==> src/rtl/genius_pkg.sv <==
// rtl/genius_pkg.sv - state encoding and cycle constants shared by the Genius game blocks
package genius_pkg;

    localparam int          SYM_W_DEF    = 2;
    // Wide enough to count the 3 s press timeout at 50 MHz
    localparam int          TMR_W_DEF    = 28;
    localparam int unsigned ON_CYC_DEF   = 32'd12_500_000;
    localparam int unsigned OFF_CYC_DEF  = 32'd5_000_000;
    localparam int unsigned TOUT_CYC_DEF = 32'd150_000_000;

    typedef enum logic [3:0] {
        IDLE       = 4'd0,
        FETCH_S    = 4'd1,
        SHOW_ON    = 4'd2,
        SHOW_OFF   = 4'd3,
        FETCH_I    = 4'd4,
        WAIT_PRESS = 4'd5,
        WAIT_REL   = 4'd6,
        PASS       = 4'd7,
        FAIL       = 4'd8
    } state_t;

endpackage

==> src/rtl/cycle_timer.sv <==
// rtl/cycle_timer.sv - free-running cycle counter with clear and a terminal-count flag
module cycle_timer #(
    parameter int TMR_W = 24
) (
    input  logic             clock,
    input  logic             reset,
    input  logic             clear,
    input  logic [TMR_W-1:0] load,
    output logic             term
);

    logic [TMR_W-1:0] count;

    always_ff @(posedge clock) begin
        if (reset || clear) begin
            count <= '0;
        end else begin
            count <= count + TMR_W'(1);
        end
    end

    // term is high on the last cycle of an N-cycle phase when load = N-1
    assign term = (count == load);

endmodule

==> src/rtl/round_sequencer.sv <==
// rtl/round_sequencer.sv - plays back one Genius round and checks the player's presses
module round_sequencer
    import genius_pkg::*;
#(
    parameter int          SYM_W    = SYM_W_DEF,
    parameter int          TMR_W    = TMR_W_DEF,
    parameter int unsigned ON_CYC   = ON_CYC_DEF,
    parameter int unsigned OFF_CYC  = OFF_CYC_DEF,
    parameter int unsigned TOUT_CYC = TOUT_CYC_DEF
) (
    input  logic                  clock,
    input  logic                  reset,
    input  logic                  start,
    input  logic [3:0]            level,
    output logic [3:0]            seq_addr,
    input  logic [SYM_W-1:0]      seq_data,
    input  logic [(2**SYM_W)-1:0] btn,
    output logic                  show_valid,
    output logic [SYM_W-1:0]      show_symbol,
    output logic                  busy,
    output logic                  awaiting,
    output logic                  done,
    output logic                  pass
);

    localparam logic [TMR_W-1:0] ON_LOAD   = TMR_W'(ON_CYC - 1);
    localparam logic [TMR_W-1:0] OFF_LOAD  = TMR_W'(OFF_CYC - 1);
    localparam logic [TMR_W-1:0] TOUT_LOAD = TMR_W'(TOUT_CYC - 1);

    state_t           state;
    state_t           state_d;
    logic [3:0]       step;
    logic [3:0]       level_q;
    logic [SYM_W-1:0] sym_q;
    logic             pass_q;
    logic             busy_q;
    logic [TMR_W-1:0] tmr_load;
    logic             tmr_clear;
    logic             tmr_term;
    logic             btn_any;
    logic             btn_good;
    logic             last_step;

    assign btn_any   = |btn;
    assign btn_good  = $onehot(btn) && btn[sym_q];
    assign last_step = (step == level_q);

    // One timer serves every timed phase; it restarts on each state change
    assign tmr_clear = (state_d != state) || (state == IDLE);

    cycle_timer #(
        .TMR_W (TMR_W)
    ) u_timer (
        .clock (clock),
        .reset (reset),
        .clear (tmr_clear),
        .load  (tmr_load),
        .term  (tmr_term)
    );

    always_comb begin
        state_d  = state;
        tmr_load = '0;
        case (state)
            IDLE: begin
                if (start) state_d = FETCH_S;
            end
            FETCH_S: state_d = SHOW_ON;
            SHOW_ON: begin
                tmr_load = ON_LOAD;
                if (tmr_term) state_d = SHOW_OFF;
            end
            SHOW_OFF: begin
                tmr_load = OFF_LOAD;
                if (tmr_term) state_d = last_step ? FETCH_I : FETCH_S;
            end
            FETCH_I: state_d = WAIT_PRESS;
            WAIT_PRESS: begin
                tmr_load = TOUT_LOAD;
                // A press seen on the timeout cycle still counts
                if (btn_any) begin
                    state_d = btn_good ? WAIT_REL : FAIL;
                end else if (tmr_term) begin
                    state_d = FAIL;
                end
            end
            WAIT_REL: begin
                if (!btn_any) state_d = last_step ? PASS : FETCH_I;
            end
            PASS:    state_d = IDLE;
            FAIL:    state_d = IDLE;
            default: state_d = IDLE;
        endcase
    end

    always_ff @(posedge clock) begin
        if (reset) begin
            state   <= IDLE;
            step    <= '0;
            level_q <= '0;
            sym_q   <= '0;
            pass_q  <= 1'b0;
            busy_q  <= 1'b0;
        end else begin
            state  <= state_d;
            busy_q <= (state_d != IDLE);
            if (state == IDLE && start) begin
                level_q <= level;
                step    <= '0;
                pass_q  <= 1'b0;
            end
            if (state == FETCH_S || state == FETCH_I) begin
                sym_q <= seq_data;
            end
            if (state == SHOW_OFF && tmr_term) begin
                step <= last_step ? 4'd0 : step + 4'd1;
            end
            if (state == WAIT_REL && !btn_any && !last_step) begin
                step <= step + 4'd1;
            end
            // Result register moves on the same edge that raises done
            if (state_d == PASS) begin
                pass_q <= 1'b1;
            end else if (state_d == FAIL) begin
                pass_q <= 1'b0;
            end
        end
    end

    assign seq_addr    = (state == IDLE) ? 4'd0 : step;
    assign show_valid  = (state == SHOW_ON);
    assign show_symbol = show_valid ? sym_q : '0;
    assign busy        = busy_q;
    assign awaiting    = (state == WAIT_PRESS);
    assign done        = (state == PASS) || (state == FAIL);
    assign pass        = pass_q;

endmodule

==> config.mk <==
export PLATFORM = sky130hd
export DESIGN_NAME = round_sequencer
export DESIGN_NICKNAME = d
export VERILOG_FILES = /design/src/rtl/genius_pkg.sv /design/src/rtl/cycle_timer.sv /design/src/rtl/round_sequencer.sv
export SDC_FILE = /design/constraint.sdc
export NUM_CORES = 1
export LEC_CHECK = 0
export CORE_UTILIZATION = 30
export DETAILED_ROUTE_END_ITERATION = 16
export MAX_ROUTING_LAYER = met4
export PLACE_DENSITY_LB_ADDON = 0.05
export RECOVER_POWER = 25
export SYNTH_ARGS = -nofsm -noshare
export SYNTH_HDL_FRONTEND = slang
export SYNTH_SLANG_ARGS = --single-unit
==> constraint.sdc <==
create_clock -name clock -period 5.9 [get_ports clock]
set_input_delay 0.885 -clock clock [delete_from_list [all_inputs] [get_ports clock]]
set_output_delay 0.885 -clock clock [all_outputs]
set_load 0.01 [all_outputs]
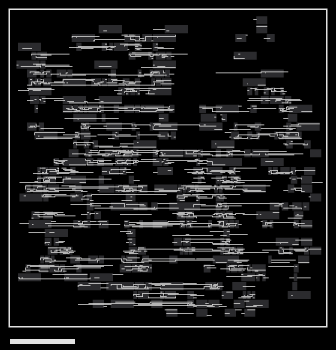
Fig. 1. Signal wires on met1.
Scale bar: 20 um. Cells faint in the background.
wire length on this layer: 3210 um
longest straight run: 24.1 um

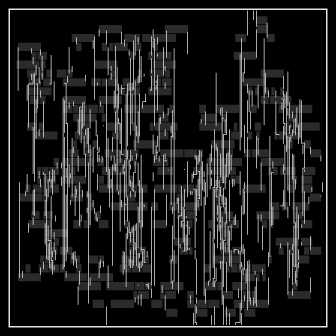
Fig. 2. Met2 routing.
Cells faint in the background.
wire length on this layer: 3470 um
longest straight run: 58.5 um
share of all routed wire: 50%
main direction: vertical

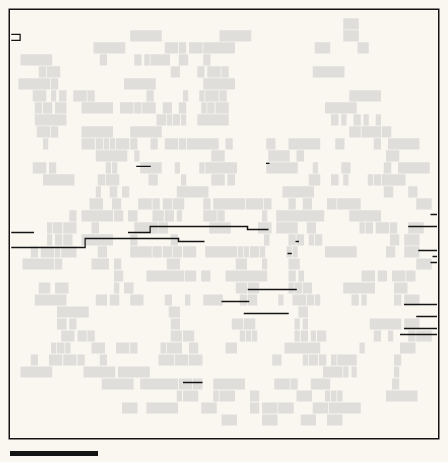
Fig. 3. M3 wires.
Scale bar: 20 um. Cells faint in the background.
share of all routed wire: 2.4%
nets with wire on the layer: 16
wire length on this layer: 164 um
main direction: horizontal

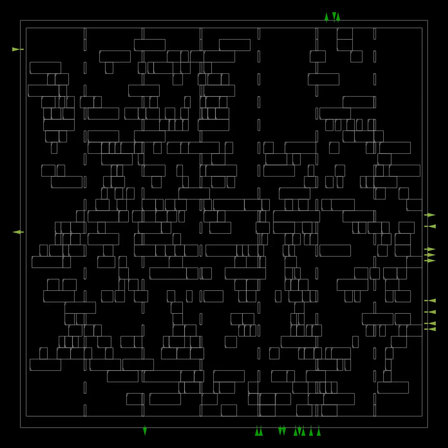
Fig. 4. Cell placement.
core footprint: 8720 sq um
FP Rows: 34
sequential cell count: 44
Util after Layout: 35.4%

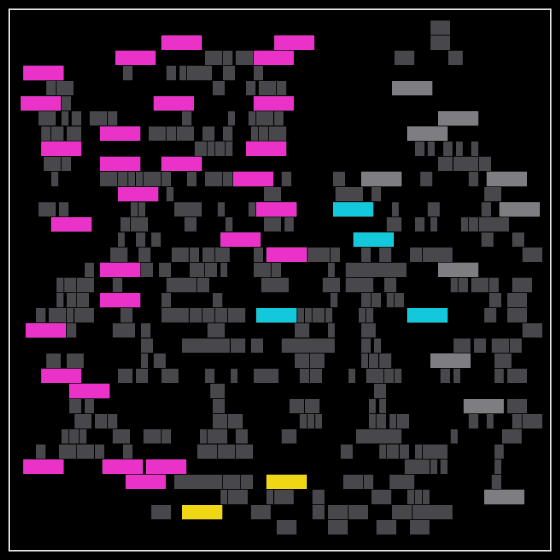
Fig. 5. Register map, names as in the netlist.
[state] cyan | flops: 4
[sym_q] yellow | flops: 2
[u_timer.count] magenta | flops: 28
not coloured: 10

==> deck_impl_summary.md <==
Implementation Results

Power
  • P_seq: 0.347 mW
  • Internal Power: 0.562 mW
  • Pleak: 1.10 nW
  • Flop pwr share: 37.9%
  • PwrDens: 296 nW/um^2
  • Clk pwr share: 25.6%
  • Pwr top: sequential cells
  • Logic power comb: 0.334 mW

Synth
  • Most frequent cells after synthesis: dfxtp_1, nor3_1, nand2_1
  • Most frequent cell after synthesis: dfxtp_1
  • Number of enable flip-flop cells: 0
  • Syn avg cell area: 8.20 sq um
  • Synth Flop Type: dfxtp_1
  • Fa+ha+maj area frac: 3.05%
  • Leading area contributor after synthesis: dfxtp_1
  • Mapped Area: 2710 sq um
  • Top logic family: simple AND/OR/NAND/NOR gates
  • Yosys chip area: 2710 sq um
  • # Cells Yosys: 330
  • Top cell area share: 32.5%
  • Async SR Flop Fraction: 0%
  • Area contributors post-synth: dfxtp_1, nor3_1, xor2_1
  • Cell Type Count: 54

Clock tree
  • CTS root buf: clkbuf_8
  • Clock Path Buffers: 2
  • Clk slew on worst S/H paths: 0.09 ns
  • # hold bufs at CTS: 0
  • Clock Sinks: 44

Place
  • Placed inst area: 2990 sq um
  • Final Wtd Congestion: 0.759
  • Pre-CTS WS: 1.73 ns
  • IO Port Bufs: 23
  • DP HPWL: 4910 um

Status
  • Violated checks: max-capacitance violations, max-slew violations
  • Status: finished, violations left

Detailed routing
  • Routed vias: 2356
  • Uppermost routed layer: met4
  • Antenna Nets Post-Route: 0
  • Vias per inst: 5.21
  • Wire length per cell: 15.4 um
  • WL met3: 164 um
  • DRC Markers: 0
  • First-pass DRT Iterations: 4
  • Post-Route WL: 6950 um

GRT
  • Antenna violations before repair: 0
  • Routing usage on met1: 18.7%
  • First-pass GRT wire length: 11700 um
  • Largest net degree at the start of global routing: 29
  • GR Overflow Total: 0

Worst hold path
  • Worst min path class: flop to flop
  • WHS Path Cells: 2
  • Hold path start: level_q[0]

Worst setup path
  • End of the critical path: u_timer.count[5]
  • Max stage delay on crit path: 0.56 ns
  • WP depth: 12
  • Reg2reg start: state[0]
  • Slowest cell on the critical path: dlygate4sd3_1
  • CP Class: input port to flop
  • Crit path max fanout: 28
  • Reg2Reg Setup Slack: 2.04 ns
  • Worst r2r dst: u_timer.count[5]
  • Delay-heaviest family, CP: adder cells

Cells and area
  • NumNets Final: 362
  • Inverters: 13
  • Share of cells above drive strength 1: 5.23%
  • Fill cells: 931
  • Flop share of the area: 28.5%
  • Non-filler cells, final: 452
  • Register with the most flip-flops: u_timer.count
  • Finished Cell Area: 3090 sq um
  • Dominant logic cell types in the final layout: dfxtp_1, nor3_1, nand2_1
  • Combinational gate count: 255
  • Logic area: 1680 sq um
  • Leading cell kind: logic gates
  • Largest register FFs: 28
  • Non-clock buffering overhead: 7.70%
  • Logic share of the area: 54.4%

Die
  • Die width: 97 um
  • Fp util: 31.0%
  • Die Y: 97 um
  • I/O pin cnt: 24

Final timing
  • Fin crit period: 3.89 ns
  • Worst-Margin Slew: 1.58 ns
  • Fin crit share: 65.9%
  • Slew Limit Fails: 11
  • Setup WS post-layout: 2.01 ns
  • RSZ-0062 raised after global routing: false
  • Setup violators final: 0

Job
  • Max-Cap Viols: 1
Power is estimated from default activity; no workload was simulated.
